==> src/rtl/branch_hazard_ctrl.sv <==
// rtl/branch_hazard_ctrl.sv - branch hazard/forwarding controller for ID-stage branch resolution
//
// Optional feature macro: BRANCH_STATS_EN (adds CNT_W, stall_cycles, taken_flushes)
//
// Ports:
//   clk, rst_n                 clock (rising edge), asynchronous active-low reset
//   hold                       external freeze; state and counters hold, pipeline frozen
//   id_branch, id_rs, id_rt    branch in ID and its source registers
//   branch_taken               ID comparator result on the forwarded operands
//   ex_reg_write/ex_mem_read/ex_wr_addr     ID/EX destination info
//   mem_reg_write/mem_mem_read/mem_wr_addr  EX/MEM destination info
//   fwd_rs_sel, fwd_rt_sel     00 regfile, 01 EX ALU result, 10 MEM write data
//   pc_write, ifid_write       PC / IF/ID update enables
//   idex_bubble                load a NOP into ID/EX
//   ifid_flush                 squash IF/ID on a taken branch
//   stall_cycles, taken_flushes  saturating statistics (BRANCH_STATS_EN only)
module branch_hazard_ctrl #(
   parameter int RAW = 5
`ifdef BRANCH_STATS_EN
   , parameter int CNT_W = 16
`endif
) (
   input  logic           clk,
   input  logic           rst_n,
   input  logic           hold,
   input  logic           id_branch,
   input  logic [RAW-1:0] id_rs,
   input  logic [RAW-1:0] id_rt,
   input  logic           branch_taken,
   input  logic           ex_reg_write,
   input  logic           ex_mem_read,
   input  logic [RAW-1:0] ex_wr_addr,
   input  logic           mem_reg_write,
   input  logic           mem_mem_read,
   input  logic [RAW-1:0] mem_wr_addr,
   output logic [1:0]     fwd_rs_sel,
   output logic [1:0]     fwd_rt_sel,
   output logic           pc_write,
   output logic           ifid_write,
   output logic           idex_bubble,
   output logic           ifid_flush
`ifdef BRANCH_STATS_EN
   , output logic [CNT_W-1:0] stall_cycles
   , output logic [CNT_W-1:0] taken_flushes
`endif
);

   localparam logic [1:0] S_IDLE   = 2'd0;
   localparam logic [1:0] S_STALL2 = 2'd1;
   localparam logic [1:0] S_STALL1 = 2'd2;

   logic [1:0] state;
   logic [1:0] next_state;
   logic [1:0] need;
   logic [1:0] rs_dist;
   logic [1:0] rt_dist;
   logic       stall;

   // $0 is hardwired to zero, so it never matches a producer.
   function automatic logic reg_match(input logic [RAW-1:0] src, input logic [RAW-1:0] dst);
      return (src == dst) && (src != '0);
   endfunction

   // Stall cycles still needed for one operand; a load in EX outranks one in MEM.
   function automatic logic [1:0] hazard_dist(input logic [RAW-1:0] src);
      if (ex_mem_read && ex_reg_write && reg_match(src, ex_wr_addr))
         return 2'd2;
      else if (mem_mem_read && mem_reg_write && reg_match(src, mem_wr_addr))
         return 2'd1;
      else
         return 2'd0;
   endfunction

   // Only ALU results are forwardable; load data is not ready until WB.
   function automatic logic [1:0] fwd_sel(input logic [RAW-1:0] src);
      if (ex_reg_write && !ex_mem_read && reg_match(src, ex_wr_addr))
         return 2'b01;
      else if (mem_reg_write && !mem_mem_read && reg_match(src, mem_wr_addr))
         return 2'b10;
      else
         return 2'b00;
   endfunction

   always_comb begin
      rs_dist = hazard_dist(id_rs);
      rt_dist = hazard_dist(id_rt);
      need    = (rs_dist > rt_dist) ? rs_dist : rt_dist;
      stall   = (state != S_IDLE) || (id_branch && (need != 2'd0));
   end

   always_comb begin
      next_state = S_IDLE;
      case (state)
         S_IDLE: begin
            if (id_branch && need == 2'd2)
               next_state = S_STALL2;
            else if (id_branch && need == 2'd1)
               next_state = S_STALL1;
            else
               next_state = S_IDLE;
         end
         S_STALL2: next_state = S_STALL1;
         S_STALL1: next_state = S_IDLE;
         default:  next_state = S_IDLE;
      endcase
   end

   always_comb begin
      fwd_rs_sel  = 2'b00;
      fwd_rt_sel  = 2'b00;
      pc_write    = 1'b0;
      ifid_write  = 1'b0;
      idex_bubble = 1'b1;
      ifid_flush  = 1'b0;
      if (rst_n) begin
         if (id_branch && state == S_IDLE && !stall) begin
            fwd_rs_sel = fwd_sel(id_rs);
            fwd_rt_sel = fwd_sel(id_rt);
         end
         if (hold) begin
            // Frozen pipeline: nothing advances and no bubble is injected.
            idex_bubble = 1'b0;
         end else if (stall) begin
            idex_bubble = 1'b1;
         end else begin
            pc_write    = 1'b1;
            ifid_write  = 1'b1;
            idex_bubble = 1'b0;
            ifid_flush  = id_branch && branch_taken;
         end
      end
   end

   always_ff @(posedge clk or negedge rst_n) begin
      if (!rst_n)
         state <= S_IDLE;
      else if (!hold)
         state <= next_state;
   end

`ifdef BRANCH_STATS_EN
   always_ff @(posedge clk or negedge rst_n) begin
      if (!rst_n) begin
         stall_cycles  <= '0;
         taken_flushes <= '0;
      end else begin
         if (!hold && stall && stall_cycles != '1)
            stall_cycles <= stall_cycles + 1'b1;
         if (ifid_flush && taken_flushes != '1)
            taken_flushes <= taken_flushes + 1'b1;
      end
   end
`endif

endmodule

==> config.mk <==
export PLATFORM = sky130hd
export DESIGN_NAME = branch_hazard_ctrl
export DESIGN_NICKNAME = d
export VERILOG_FILES = /design/src/rtl/branch_hazard_ctrl.sv
export SDC_FILE = /design/constraint.sdc
export NUM_CORES = 1
export LEC_CHECK = 0
export ABC_AREA = 1
export CAP_MARGIN = 20
export CORE_MARGIN = 1
export CORE_UTILIZATION = 40
export DETAILED_ROUTE_END_ITERATION = 12
export PLACE_DENSITY = 0.79
export SYNTH_ARGS = -nofsm -noshare
export SYNTH_HDL_FRONTEND = slang
export SYNTH_SLANG_ARGS = --single-unit
==> constraint.sdc <==
create_clock -name clk -period 3.8 [get_ports clk]
set_clock_uncertainty 0.05 [all_clocks]
set_input_delay 0.95 -clock clk [delete_from_list [all_inputs] [get_ports clk]]
set_output_delay 0.95 -clock clk [all_outputs]
set_load 0.005 [all_outputs]
### Clock wiring as the flow saved it

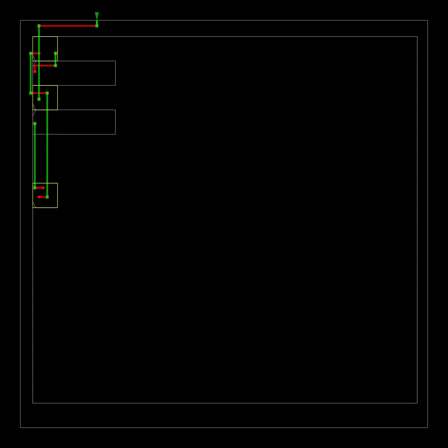
Clock Latency Late Sink: 0.22 ns
P_clk: 0.0450 mW
clock buffers: 3

### Routed metal, one color a layer

Scale: 8 px per µm.
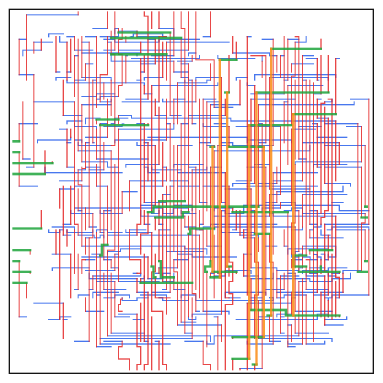
metal 3: drawn in green, wire length 173 µm. metal 2: drawn in red, wire length 1950 µm. metal 4: drawn in orange, wire length 210 µm. metal 1: drawn in blue, wire length 1210 µm.

### Met3 routing

Scale: 6 px per µm. Cells faint in the background.
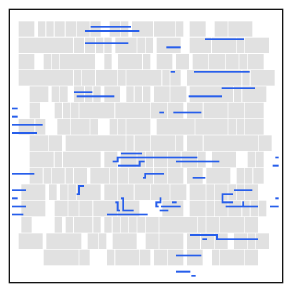
40 nets have wire on it. The layer holds 4.9% of the routed length. The longest straight run is 13.1 µm. The wires run mostly horizontal.

cells in the mapped netlist:
cell      n  area share (%)
buf_4     1             1.0
dfrtp_1   2             6.7
ha_1      3             5.0
inv_1    24              12
inv_2     3             1.5
nand2_1  56              28
nand2_2   1            0.83
nand2_4   1             1.5
nand3_1   4             2.7
nand3_2   5             6.7
nand4_1   6             5.0
nor2_1   18             9.0
nor2_2    4             3.3
nor3_2    1             1.3
nor3_4    2             4.3
o21a_1    1             1.0
o22ai_1   1            0.83
xnor2_1   6             7.0
xor2_1    2             2.3
placed cells by master (no fill, tap or decap), types with 6 or more instances in the layout:
master and count:
nand2_1 34, buf_4 24, nand2_2 20, inv_2 14
nor2_1 13, buf_6 13, buf_2 12, inv_1 9
nor2_4 7, nand4_1 6
layout make-up:
| type | instances | area, µm² |
|---|---|---|
| inverters | 27 | 111 |
| repair buffers | 60 | 492 |
| well taps | 25 | 31.3 |
| multi-input cells | 111 | 812 |
| flip-flops and latches | 2 | 50.0 |
| fillers | 92 | 226 |
| clock buffers | 3 | 22.5 |
how the worst max path moves through the flow:
stage / slack [ns] / startpoint / endpoint / depth (start not counted)
after floorplan: 0.26 / ex_wr_addr[3] / pc_write / 16
after global placement: -0.78 / id_rs[1] / fwd_rt_sel[1] / 18
after CTS: 0.006 / mem_wr_addr[2] / ifid_flush / 15
after global routing: -0.39 / mem_wr_addr[1] / ifid_flush / 19
final: -0.13 / ex_wr_addr[3] / ifid_flush / 17
after detailed placement: -0.82 / id_rs[0] / ifid_flush / 18
cells by family after synthesis:
logic type	after synthesis	synth area share [%]
buf+inv	28	14.5
xor+xnor	8	9.33
fa+ha+maj	3	5.00
simple gates	98	62.7
compound gates	2	1.83
flops	2	6.67
what timing repair did:
item	4_1_cts	5_1_grt
resized	127	85
pin swaps	38	43
endpoints found under the setup margin	8	8
setup buffers	14	2
cloned	0	0
layer usage:
layer | vias to the layer above | wire [µm]
li1 | 555 | -
met4 | 0 | 210
met2 | 69 | 1950
met3 | 16 | 173
met1 | 541 | 1210
met5 | - | 0
report_power, final:
part / total (mW) / internal, mW / switching [mW] / leakage (nW)
registers: 0.0223 / 0.0218 / 0.000422 / 0.0279
clock network: 0.0450 / 0.0347 / 0.0103 / 0.0138
logic: 0.145 / 0.0703 / 0.0749 / 0.749
total: 0.212 / 0.127 / 0.0857 / 0.790
worst min-delay path: cells and delay by family, from the launching register on:
kind | cells | cell delay, ns
simple gates | 2 | 0.12
flops | 1 | 0.39
==> GITHUB_STEP_SUMMARY <==
### Flow metrics

| Metric | Value |
|---|---|
| Vias in the first global route | 988 |
| Post-Synthesis Mean Instance Area | 5.32 µm² |
| Critical path class | in -> out |
| Worst IR Drop VDD | 0.168 mV |
| Minimum clock period | 3.93 ns |
| Slowest cell delay on critical path | 0.21 ns |
| Yosys reg bits | 2 |
| Met1 usage in global routing | 28.3% |
| FMAX | 0.255 GHz |
| Pwr Density | 140 mW/mm² |
| Worst slew margin | 82.4% |
| Die x size | 45.3 µm |
| RSZ-0062 raised after global routing | true |
| CP delay by family, top | simple AND/OR/NAND/NOR gates |
| Wirelength per Cell | 15.6 µm |
| Post-synth seq share | 6.67% |
| DR vias/cell | 5.18 |
| CP max stage cell | ha_4 |
| CP Launch Type | primary input |
| First-pass GRT wire length | 3840 µm |
| CTS Sinks | 2 |
| Init Core Util | 43.0% |
| Tcrit/Tclk final | 103% |
| Top Ports | 37 |
| Synthesis-to-finish area growth | 102% |
| Top flop regs | state x2 |
| Busiest layer in global routing | met2 |
| Fin util | 87.0% |
| Ys Warns | 0 |
| Final #Nets | 237 |
| Iter 0 DRT Violations | 36 |
| Setup TNS | -0.335 ns |
| Max-slew violations | 0 |
| Final setup margin | -0.128 ns |
| Leakage | 0.790 nW |
| DR vias | 1181 |
| Placed insts | 209 |
| CORE AREA | 0.00175 mm² |
| Reg-to-reg setup timing slack | 2.80 ns |
| CTS tree | yes |
| HPWL after DPL | 1840 µm |
| Share of layout cells above drive strength 1 | 60.1% |
| Largest register FFs | 2 |
| Placement Cell Area | 0.00119 mm² |
| Hold violation count in the final report | 0 |
| Worst Max-Slew Pin Slew | 0.264 ns |
| Hold WC Path Type | reg -> reg |
| R2r endpoint | state[0] |
| # setup viols final | 7 |
| GR Util met3 | 2.40% |
| First-pass iteration count of the detailed router | 4 |
| End of the worst hold path | state[1] |
| Failing checks | setup timing |
| Cts hold-fix bufs | 0 |
| Yosys cell types | 19 |
| DIE AREA | 0.00205 mm² |
| CTS buffer count | 3 |
| Clock Pin Slew Worst Setup and Hold Paths | 0.03 ns |
| CTS root buffer | clkbuf_4 |
| Ys cells | 141 |
| Initial antenna violation count | 0 |
| CP max FO | 4 |
| Total track usage | 25.6% |
| Final WL | 3550 µm |
| Largest Register | state |
| Num rows | 15 |
| Mapped Area | 751 µm² |
| N_diodes | 0 |
| Drt drc | 0 |
| GPL Wtd Cong | 0.830 |
| Status | finished with violations |
| WHS Path Cells | 2 |
| Req. time, crit path | 2.80 ns |
| CP Buf/Inv Count | 5 |
| Final Cell Area | 0.00152 mm² |
| DIE HEIGHT | 45.3 µm |
| Worst setup EP type | output pin |
| Pre-CTS WS | -0.815 ns |
| Max_cap viols | 0 |
| FF-to-FF Start | state[1] |
| Non-Filler Instances | 228 |
| Critical path cell sequence | buf_2 > xnor2_1 > nand2_2 > nor2_4 > nand3_4 > nand2_2 > inv_2 > ha_4 > nand2_2 > o21a_1 > inv_2 > nand3_2 > nand2_4 > inv_2 > nand4_1 > nor2_1 > buf_2 |
| Syn_nets | 173 |
| H-tree levels | 1 |
| WP data arrival | 2.93 ns |
| Hold path startpoint | state[1] |
| Total grt overflow | 0 |
| I/O Buffers | 36 |
| OpenROAD warnings | 28 |
| Antenna viol nets, final | 0 |
| Yosys chip area | 751 µm² |
| Met2 usage | 49.9% |
| Hold Slack | 0.500 ns |
| Clock Tree Buf Depth | 2 |
| Total chip power | 0.212 mW |
| R2r worst-path depth | 3 |
| Post-Synthesis Cells | 141 |
| Largest net degree at the start of global routing | 7 |
Power figures rest on the tool's default switching activity, not on a simulated workload.
